<file path="src/rtl/ble_tx_fifo_read_ctrl_pkg.sv">
// BLE TX FIFO read controller: shared types and defaults.
// FSM state encoding plus default word and size widths.
package ble_tx_fifo_read_ctrl_pkg;

  localparam int DEF_WORD_W = 32;
  localparam int DEF_SIZE_W = 17;

  typedef enum logic [1:0] {
    IDLE  = 2'd0,
    FETCH = 2'd1,
    SHIFT = 2'd2,
    DONE  = 2'd3
  } state_t;

endpackage

</file>
<file path="src/rtl/ble_tx_fifo_read_ctrl_if.sv">
// FIFO read port between the TX FIFO read-pointer logic and the read controller.
// master: fifo_rd_inc out, fifo_empty/fifo_rdata in. slave: the FIFO side.
interface ble_tx_fifo_read_ctrl_if
  import ble_tx_fifo_read_ctrl_pkg::*;
#(
  parameter int WORD_W = DEF_WORD_W
);

  logic              fifo_rd_inc;
  logic              fifo_empty;
  logic [WORD_W-1:0] fifo_rdata;

  modport master (
    output fifo_rd_inc,
    input  fifo_empty,
    input  fifo_rdata
  );

  modport slave (
    input  fifo_rd_inc,
    output fifo_empty,
    output fifo_rdata
  );

endinterface

</file>
<file path="src/rtl/ble_tx_fifo_read_ctrl_serializer.sv">
// Word shift register with in-word bit counter, LSB-first.
// Ports: clk, rst_n, load/din, shift, bit_out (shreg[0]), last_bit (bit WORD_W-1 of word).
module ble_tx_bit_serializer
  import ble_tx_fifo_read_ctrl_pkg::*;
#(
  parameter int WORD_W = DEF_WORD_W
) (
  input  logic              clk,
  input  logic              rst_n,
  input  logic              load,
  input  logic              shift,
  input  logic [WORD_W-1:0] din,
  output logic              bit_out,
  output logic              last_bit
);

  localparam int CW = $clog2(WORD_W);

  logic [WORD_W-1:0] shreg;
  logic [CW-1:0]     word_bit;

  always_ff @(posedge clk or negedge rst_n) begin
    if (!rst_n) begin
      shreg    <= '0;
      word_bit <= '0;
    end else if (load) begin
      shreg    <= din;
      word_bit <= '0;
    end else if (shift) begin
      shreg    <= shreg >> 1;
      word_bit <= word_bit + 1'b1;
    end
  end

  assign bit_out  = shreg[0];
  assign last_bit = (word_bit == CW'(WORD_W - 1));

endmodule

</file>
<file path="src/rtl/ble_tx_fifo_read_ctrl.sv">
// BLE PHY TX FIFO read sequencer: pops words, serializes them at sym_tick rate.
// Ports: CLK, rst_n, tx_start/tx_abort/data_size, sym_tick, status_clr,
//   fifo (read port master), tx_bit/tx_bit_vld, tx_busy, tx_irq, underrun.
module ble_tx_fifo_read_ctrl
  import ble_tx_fifo_read_ctrl_pkg::*;
#(
  parameter int WORD_W = DEF_WORD_W,
  parameter int SIZE_W = DEF_SIZE_W
) (
  input  logic                    CLK,
  input  logic                    rst_n,
  input  logic                    tx_start,
  input  logic                    tx_abort,
  input  logic [SIZE_W-1:0]       data_size,
  input  logic                    sym_tick,
  input  logic                    status_clr,
  ble_tx_fifo_read_ctrl_if.master fifo,
  output logic                    tx_bit,
  output logic                    tx_bit_vld,
  output logic                    tx_busy,
  output logic                    tx_irq,
  output logic                    underrun
);

  state_t            state;
  logic [SIZE_W-1:0] size_q;
  logic [SIZE_W-1:0] bit_cnt;
  logic [SIZE_W-1:0] cnt_nxt;
  logic              load;
  logic              shift;
  logic              bit_out;
  logic              last_bit;
  logic              first_word;

  // No bit sent yet means the word being fetched is the packet's first.
  assign first_word = (bit_cnt == '0);
  assign cnt_nxt    = bit_cnt + 1'b1;

  // Abort suppresses the pop and the shift in its own cycle.
  assign load  = (state == FETCH) && !fifo.fifo_empty && !tx_abort;
  assign shift = (state == SHIFT) && sym_tick && !tx_abort;

  assign fifo.fifo_rd_inc = load;
  assign tx_busy          = (state != IDLE);

  ble_tx_bit_serializer #(
    .WORD_W (WORD_W)
  ) u_ser (
    .clk      (CLK),
    .rst_n    (rst_n),
    .load     (load),
    .shift    (shift),
    .din      (fifo.fifo_rdata),
    .bit_out  (bit_out),
    .last_bit (last_bit)
  );

  always_ff @(posedge CLK or negedge rst_n) begin
    if (!rst_n) begin
      state      <= IDLE;
      size_q     <= '0;
      bit_cnt    <= '0;
      tx_bit     <= 1'b0;
      tx_bit_vld <= 1'b0;
      tx_irq     <= 1'b0;
      underrun   <= 1'b0;
    end else begin
      tx_bit_vld <= 1'b0;
      tx_irq     <= 1'b0;
      // A set later in this block overrides the clear.
      if (status_clr) underrun <= 1'b0;
      if (tx_abort) begin
        state <= IDLE;
      end else begin
        unique case (state)
          IDLE: begin
            if (tx_start) begin
              if (data_size == '0) begin
                tx_irq <= 1'b1;
              end else begin
                size_q  <= data_size;
                bit_cnt <= '0;
                state   <= FETCH;
              end
            end
          end
          FETCH: begin
            if (load) begin
              state <= SHIFT;
            end else if (sym_tick && !first_word) begin
              underrun <= 1'b1;
              state    <= DONE;
            end
          end
          SHIFT: begin
            if (shift) begin
              tx_bit     <= bit_out;
              tx_bit_vld <= 1'b1;
              bit_cnt    <= cnt_nxt;
              if (cnt_nxt == size_q) begin
                state <= DONE;
              end else if (last_bit) begin
                state <= FETCH;
              end
            end
          end
          DONE: begin
            tx_irq <= 1'b1;
            state  <= IDLE;
          end
          default: state <= IDLE;
        endcase
      end
    end
  end

endmodule
</file>
<file path="src/flat_wrapper.sv">
// flat-port wrapper written by rule: the top's interface ports become plain ports
module ble_tx_fifo_read_ctrl_flat import ble_tx_fifo_read_ctrl_pkg::*;
#(
  parameter int WORD_W = DEF_WORD_W,
  parameter int SIZE_W = DEF_SIZE_W
)
  (CLK, rst_n, tx_start, tx_abort, data_size, sym_tick, status_clr, tx_bit, tx_bit_vld, tx_busy, tx_irq, underrun, fifo_fifo_rd_inc, fifo_fifo_empty, fifo_fifo_rdata);
  ble_tx_fifo_read_ctrl_if #(.WORD_W(WORD_W)) fifo_i ();
  input  logic CLK;
  input  logic rst_n;
  input  logic tx_start;
  input  logic tx_abort;
  input  logic [SIZE_W-1:0] data_size;
  input  logic sym_tick;
  input  logic status_clr;
  output logic tx_bit;
  output logic tx_bit_vld;
  output logic tx_busy;
  output logic tx_irq;
  output logic underrun;
  output wire logic [$bits(fifo_i.fifo_rd_inc)-1:0] fifo_fifo_rd_inc;
  input wire logic [$bits(fifo_i.fifo_empty)-1:0] fifo_fifo_empty;
  input wire logic [$bits(fifo_i.fifo_rdata)-1:0] fifo_fifo_rdata;
  assign fifo_fifo_rd_inc = fifo_i.fifo_rd_inc;
  assign fifo_i.fifo_empty = fifo_fifo_empty;
  assign fifo_i.fifo_rdata = fifo_fifo_rdata;
  ble_tx_fifo_read_ctrl #(.WORD_W(WORD_W), .SIZE_W(SIZE_W)) u_core (.CLK(CLK), .rst_n(rst_n), .tx_start(tx_start), .tx_abort(tx_abort), .data_size(data_size), .sym_tick(sym_tick), .status_clr(status_clr), .fifo(fifo_i), .tx_bit(tx_bit), .tx_bit_vld(tx_bit_vld), .tx_busy(tx_busy), .tx_irq(tx_irq), .underrun(underrun));
endmodule
</file>
<file path="config.mk">
export PLATFORM = sky130hd
export DESIGN_NAME = ble_tx_fifo_read_ctrl_flat
export DESIGN_NICKNAME = d
export VERILOG_FILES = /design/src/rtl/ble_tx_fifo_read_ctrl_pkg.sv /design/src/rtl/ble_tx_fifo_read_ctrl_if.sv /design/src/rtl/ble_tx_fifo_read_ctrl_serializer.sv /design/src/rtl/ble_tx_fifo_read_ctrl.sv /design/src/flat_wrapper.sv
export SDC_FILE = /design/constraint.sdc
export NUM_CORES = 1
export LEC_CHECK = 0
export CAP_MARGIN = 20
export CORE_MARGIN = 4
export CORE_UTILIZATION = 42
export DETAILED_ROUTE_END_ITERATION = 12
export GPL_TIMING_DRIVEN = 1
export SYNTH_ARGS = -nofsm -noshare
export SYNTH_HDL_FRONTEND = slang
export SYNTH_HIERARCHICAL = 1
export SYNTH_SLANG_ARGS = --single-unit
</file>
<file path="constraint.sdc">
create_clock -name CLK -period 4.5 [get_ports CLK]
set_input_delay 1.35 -clock CLK [delete_from_list [all_inputs] [get_ports CLK]]
set_output_delay 1.35 -clock CLK [all_outputs]
set_load 0.01 [all_outputs]
</file>
==> results.json, run 1 <==
{
  "p_leak_nw": 2.10,
  "buffers": 66,
  "first_iter_violations": 122,
  "worst-path-max-fanout": 5,
  "seq_share": 0.369,
  "fin_nets": 553,
  "ctsHoldBuffers": 0,
  "status": "finished clean",
  "clock_buffers": 9,
  "chipArea_um2": 12200,
  "io_buffers": 61,
  "overflow": 0,
  "min_path_cells": 1,
  "use_met2": 0.273,
  "reg2reg_to": "u_core/state[1]",
  "antenna_cells": 0,
  "synth-seq-cells": 77,
  "via_per_inst": 5.35,
  "ys_warn_count": 6,
  "power.density_nw_per_um2": 447,
  "grt_usage": 0.168,
  "min_period_over_period": 0.888,
  "ys_top_cells_by_area": "dfrtp_1 44%, mux2i_1 7.7%, mux2_2 4.9%",
  "antenna_found_initial": 0,
  "mostFrequentLayoutCell": "dfrtp_1",
  "m1WireLength_mm": 4.39,
  "cpPeakStageDelay_ns": 0.56,
  "via_count": 3365,
  "r2r.worst_path.cells": 8,
  "grt_max_degree": 78,
  "gp_congestion": 0.847,
  "worst_pin_slew_ns": 0.749,
  "required_ns": 3.15,
  "maxSlewHeadroom": 0.495,
  "use_met3": 0.0320,
  "place_hpwl_mm": 6.67,
  "start_kind": "primary input",
  "hp-class": "flop to flop",
  "slew_violations": 0,
  "buffer_area_frac": 0.126,
  "critPathKind": "primary input to output port",
  "fin_skew_ns": 0.00917,
  "vdd_drop_max_uv": 202,
  "cts.path.max_buffers": 2,
  "die_h_um": 110
}
[run 1: power by group]
part           internal (mW)  switching, mW  total (mW)
Combinational          0.381          0.353       0.734
Sequential             0.920          0.164        1.08
Clock                  0.215          0.298       0.513
[run 1: Yosys cell counts, types with 5 or more instances]
master and count:
dfrtp_1 77, nor4_1 9, nand3_1 9, buf_2 7
o31ai_1 6, inv_1 12, nor2_1 23, and3_1 7
mux2i_1 34, ha_1 9, o21ai_1 32, nor3_1 7
nor2b_1 5, o21ai_0 28, clkbuf_1 12, xor2_1 10
mux2_2 19, nand4_1 6, nand2_1 52, xnor2_1 10
[run 1: worst register-to-register path, stage by stage (launching register included)]
cell	delay, ns
dfrtp_1	0.50
ha_1	0.30
nand3_1	0.37
nor4_1	0.54
xnor2_1	0.19
o2111ai_1	0.19
nor4_4	0.44
o32ai_1	0.14
o21bai_1	0.18
[run 1: cells by family (layout without fill, tap and decap cells)]
logic type,Yosys count,after routing,share of synthesized area
compound gates,98,98,0.140
xor+xnor,20,20,0.0399
fa+ha+maj,9,9,0.0256
buf+inv,42,95,0.0561
flops,77,77,0.439
mux,54,54,0.130
simple gates,140,140,0.170
[run 1: sequential cells by signal, summed over array words and instances, names as in the netlist]
signal / flops
u_core/underrun: 1
u_core/u_ser/shreg: 32
u_core/tx_irq: 1
u_core/u_ser/word_bit: 5
u_core/tx_bit: 1
u_core/state: 2
u_core/bit_cnt: 17
u_core/size_q: 17
u_core/tx_bit_vld: 1
[run 1: stage by stage]
step                area [µm²]  power, mW  setup slack [ns]  std cells
finish                    5220       2.33             0.502        629
global route              5220       2.51             0.457        629
CTS                       5200       2.36             0.496        628
detailed placement        5010       1.84             0.504        612
global placement          5010       1.81             0.499        612
floorplan                 4390       1.61              1.40        440
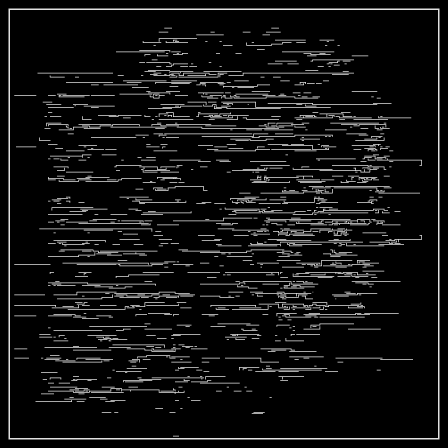
Run 1: signal wires on met1
wire length on this layer = 4390 µm
main direction = horizontal
longest straight run = 29.0 µm
share of all routed wire = 45%
nets with wire on the layer = 491

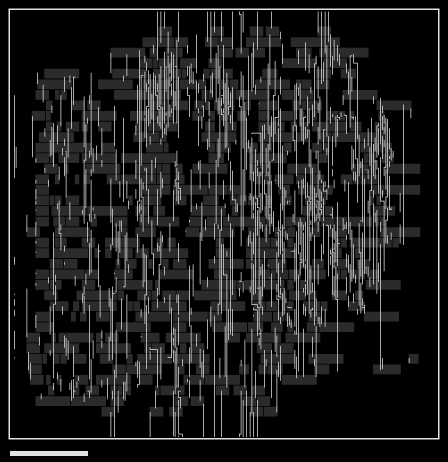
Run 1: signal wires on met2
Scale bar: 20 µm.
share of all routed wire = 48%
longest straight run = 38.8 µm
main direction = vertical

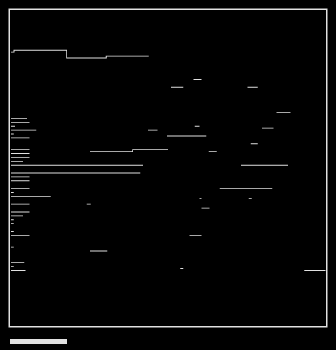
Run 1: metal 3
Scale bar: 20 µm.
longest straight run = 45.8 µm
share of all routed wire = 4.0%
main direction = horizontal
nets with wire on the layer = 40

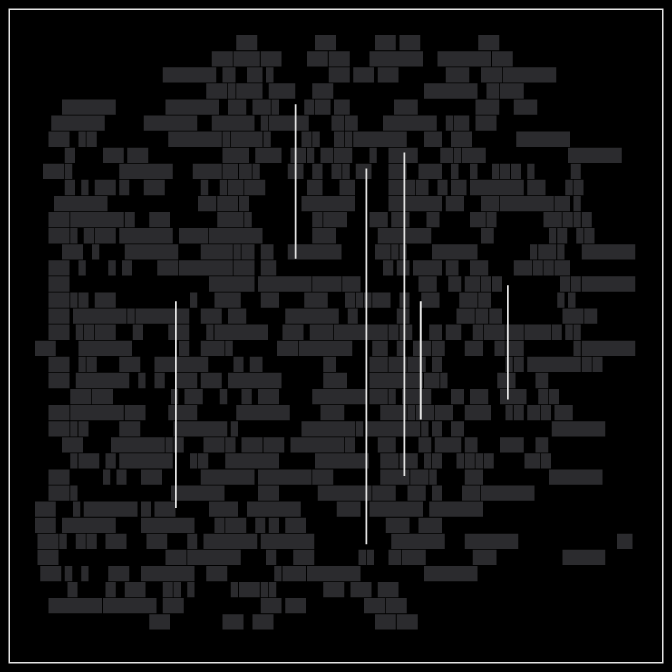
Run 1: the metal 4 layer
wire length on this layer = 217 µm
main direction = vertical
share of all routed wire = 2.3%
nets with wire on the layer = 5
longest straight run = 63.2 µm

==> run 2, diff against run 1 <==
DONT_BUFFER_PORTS = 1   (was unset)
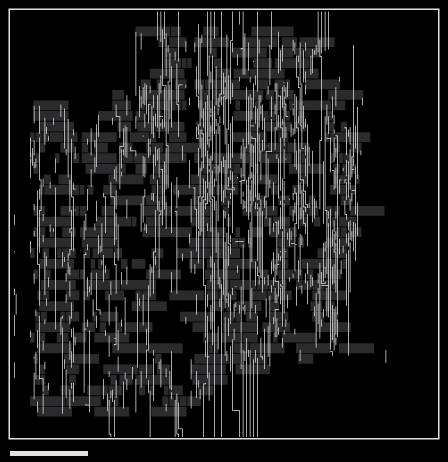
Run 2: signal wires on met2
Scale bar: 20 µm.
longest straight run = 46.1 µm
main direction = vertical
wire length on this layer = 4640 µm

==> run 2 against run 1 <==
Register-to-register slack got worse by 0.02 ns. First-iteration DRC count fell by 22%. Global-route usage down 0.42 points. Worst setup slack better by 0.91 ns. Hold slack improved by 0.0015 ns. Non-clock buffer count shrank 63. Sequential share of layout area rose by 5.0 points.
==> results.json, run 2 <==
{
  "status": "finished clean",
  "largest_reg_flops": 32,
  "worst-path-max-fanout": 17,
  "power.density_nw_per_um2": 495,
  "ctsHoldBuffers": 0,
  "seq_share": 0.419,
  "reg2reg_to": "u_core/state[1]",
  "via_count": 3184,
  "layoutNonFillerInstCount": 566,
  "gp_congestion": 0.861,
  "overflow": 0,
  "vdd_drop_max_uv": 248,
  "grt_usage": 0.164,
  "ys_warn_count": 6,
  "pwr-share-comb": 0.282,
  "via_per_inst": 5.63,
  "critPathKind": "primary input to flop",
  "synth_xor_xnor_area_share": 0.0399,
  "sw_frac_of_total": 0.335,
  "mostFrequentLayoutCell": "dfrtp_1",
  "min_period_over_period": 0.686,
  "grt_max_degree": 78,
  "simple_gate_share": 0.170,
  "power.switching_mw": 0.763,
  "reg_top3": "u_core/u_ser/shreg x32, u_core/bit_cnt x17, u_core/size_q x17",
  "buffers": 3,
  "regMostFlops": "u_core/u_ser/shreg",
  "hp-class": "flop to flop",
  "total_power_mw": 2.28,
  "synthMuxAreaShare": 0.130,
  "place_hpwl_mm": 6.65
}
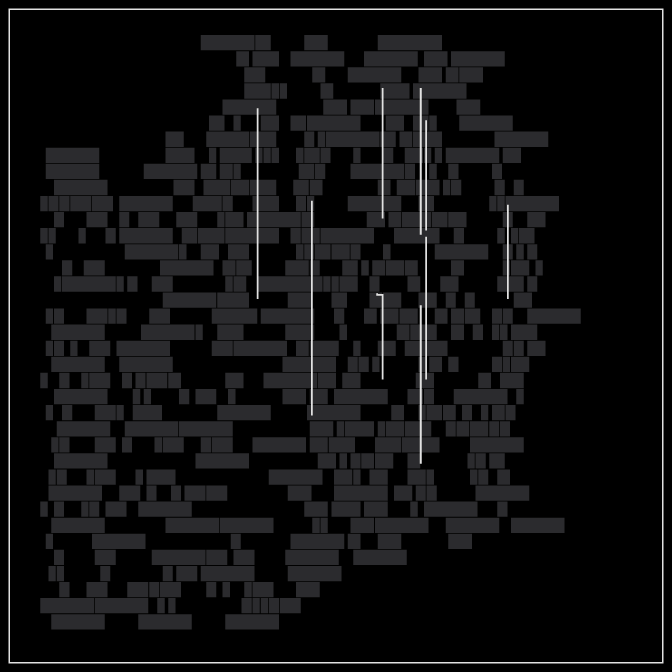
Run 2: the metal 4 layer
main direction = vertical
longest straight run = 36.0 µm

[run 2: cell counts after synthesis]
No cell type changed its count.
[run 2: power by group through the flow]
stage                     Clock (mW)  Sequential (mW)  Combinational, mW
after global placement             0             1.10              0.624
after detailed placement           0             1.10              0.647
after CTS                      0.565             1.09              0.649
after global routing           0.601             1.12              0.727
final                          0.547             1.09              0.642
after floorplan                    0             1.05              0.558
[run 2: worst max-delay path by stage]
| stage | end | slack (ns) | cells past startpoint |
|---|---|---|---|
| finish | u_core/size_q[9] | 1.41 | 5 |
| global route | u_core/bit_cnt[16] | 1.21 | 7 |
| CTS | u_core/size_q[9] | 1.45 | 5 |
| global placement | u_core/size_q[1] | 1.11 | 5 |
| detailed placement | u_core/size_q[13] | 1.07 | 5 |
| floorplan | u_core/size_q[10] | 1.40 | 6 |
[run 2: worst max-delay path: cells and delay by family]
kind | cells | cell delay (ns)
mux | 1 | 0.41
simple gates | 4 | 1.56
[run 2: logic make-up (layout without fill, tap and decap cells)]
| logic type | Yosys count | count (layout) |
|---|---|---|
| buffers and inverters | 42 | 32 |
| and+or+nand+nor | 140 | 140 |
| xor gates and xnor gates | 20 | 20 |
| DFF | 77 | 77 |
| AOI/OAI and AO/OA | 98 | 98 |
| adders and majority gates | 9 | 9 |
| muxes | 54 | 54 |
[run 2: metal layers]
metal,wire (µm),global-route usage,up-vias,share of wire
li1,-,-,1551,-
met1,3970,0.200,1552,0.43
met2,4640,0.266,62,0.50
met3,517,0.0518,19,0.055
met4,213,0.0712,0,0.023
met5,0,0,-,0
[run 2: metrics by stage]
step                      utilization  worst slack, ns  hold slack, ns
after floorplan                     -             1.40           0.479
after global placement          0.430             1.11           0.488
after detailed placement        0.430             1.07           0.510
after CTS                       0.450             1.45           0.531
after global routing            0.450             1.21           0.542
final                           0.450             1.41           0.521
==> run 3, diff against run 2 <==
clock period = 3 ns   (was 4.5 ns; I/O delays follow)
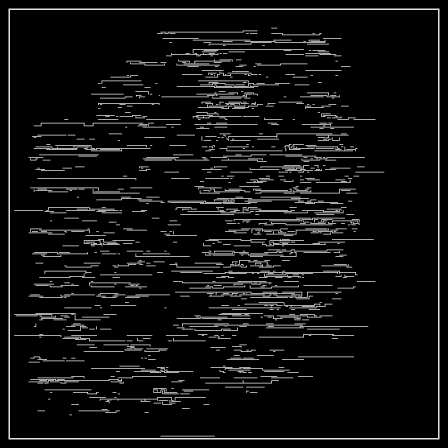
Run 3: signal wires on met1
main direction = horizontal
longest straight run = 29.0 µm
share of all routed wire = 43%
wire length on this layer = 4050 µm

==> run 3 against run 2 <==
Synthesized cell count did not move. Via count fell by 0.53%. Clock skew rose by 0.0060 ns. Die size did not move. Worst setup slack got worse by 1.2 ns. First-iteration DRC count rose by 45%. Routed wire length rose by 1.2%. Synthesized area did not move. Core utilization rose by 0.17 points. Critical path depth rose by 3. Largest power group unchanged. Highest routed layer unchanged.
==> results.json, run 3 <==
{
  "status": "finished clean",
  "worst_pin_slew_ns": 0.582,
  "grt_usage": 0.166,
  "place_ws_ns": 0.255,
  "ys_top_cells_by_count": "77 x dfrtp_1, 52 x nand2_1, 34 x mux2i_1, 32 x o21ai_1, 28 x o21ai_0",
  "fin_skew_ns": 0.0168,
  "place_hpwl_mm": 6.83,
  "start_kind": "flop",
  "synth.most_common_cell": "dfrtp_1",
  "via_per_inst": 5.54,
  "regMostFlops": "u_core/u_ser/shreg",
  "cpPeakStageDelay_ns": 0.55,
  "chipArea_um2": 12200,
  "cts.path.max_buffers": 2,
  "stdcell_area_um2": 4620,
  "critPathTopFamily": "simple AND/OR/NAND/NOR gates",
  "hp-class": "primary input to async pin",
  "io_buffers": 0,
  "layoutNonFillerInstCount": 572,
  "antenna_cells": 0,
  "via_count": 3167,
  "ctsHoldBuffers": 0,
  "mostFrequentLayoutCell": "dfrtp_1",
  "gp_congestion": 0.867,
  "fin_nets": 496,
  "reg2reg_to": "u_core/state[0]",
  "reg_top3": "u_core/u_ser/shreg x32, u_core/bit_cnt x17, u_core/size_q x17",
  "total_power_mw": 3.36,
  "die_h_um": 110,
  "slew_violations": 0,
  "overflow": 0,
  "dp.cells": 556,
  "r2r.worst_path.cells": 8,
  "finish.utilization": 0.452,
  "layout_setup_ws_ns": 0.217,
  "worst-path-max-fanout": 9,
  "ys_warn_count": 6,
  "maxSlewHeadroom": 0.607,
  "whs_ns": 0.216
}
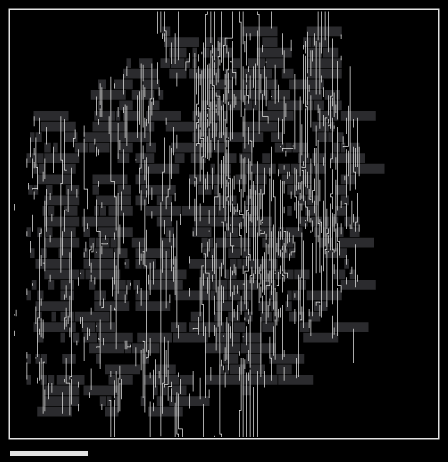
Run 3: signal wires on met2
Scale bar: 20 µm.
wire length on this layer = 4500 µm
nets with wire on the layer = 395
share of all routed wire = 48%
main direction = vertical

[run 3: worst max path at each step]
stage	from	endpoint	slack, ns	depth (start not counted)
6_report	u_core/bit_cnt[0]	u_core/state[0]	0.22	8
3_3_place_gp	data_size[4]	u_core/bit_cnt[4]	0.27	7
4_1_cts	u_core/bit_cnt[0]	u_core/state[0]	0.25	8
2_1_floorplan	data_size[12]	u_core/size_q[10]	0.35	6
3_5_place_dp	data_size[4]	u_core/bit_cnt[4]	0.26	7
5_1_grt	u_core/bit_cnt[0]	u_core/state[0]	0.02	8
[run 3: where the power goes]
| part | internal, mW | leakage [nW] | switching (mW) | total [mW] |
|---|---|---|---|---|
| Sequential | 1.38 | 0.991 | 0.255 | 1.63 |
| Clock | 0.316 | 0.0887 | 0.429 | 0.744 |
| Combinational | 0.486 | 0.793 | 0.495 | 0.981 |
| Total | 2.18 | 1.87 | 1.18 | 3.36 |
[run 3: layout make-up]
type,instances,area [µm²]
multi-input combinational,321,2220
timing repair buffer,9,67.6
fill,977,5610
clock buffer,10,128
inverter,13,51.3
sequential,77,1930
clock inverter,6,51.3
tap,136,170
[run 3: metal layers]
| layer | GRT usage | vias to the layer above | share of wire |
|---|---|---|---|
| li1 | - | 1556 | - |
| met2 | 0.266 | 72 | 0.48 |
| met1 | 0.205 | 1517 | 0.43 |
| met3 | 0.0437 | 22 | 0.062 |
| met5 | 0 | - | 0 |
| met4 | 0.0915 | 0 | 0.034 |
[run 3: cells by family after synthesis]
family / after synthesis / share of synthesized area
and+or+nand+nor: 140 / 0.170
AOI/OAI and AO/OA: 98 / 0.140
DFF: 77 / 0.439
muxes: 54 / 0.130
buffers and inverters: 42 / 0.0561
xor gates and xnor gates: 20 / 0.0399
adders and majority gates: 9 / 0.0256
Power is estimated from default activity; no workload was simulated.
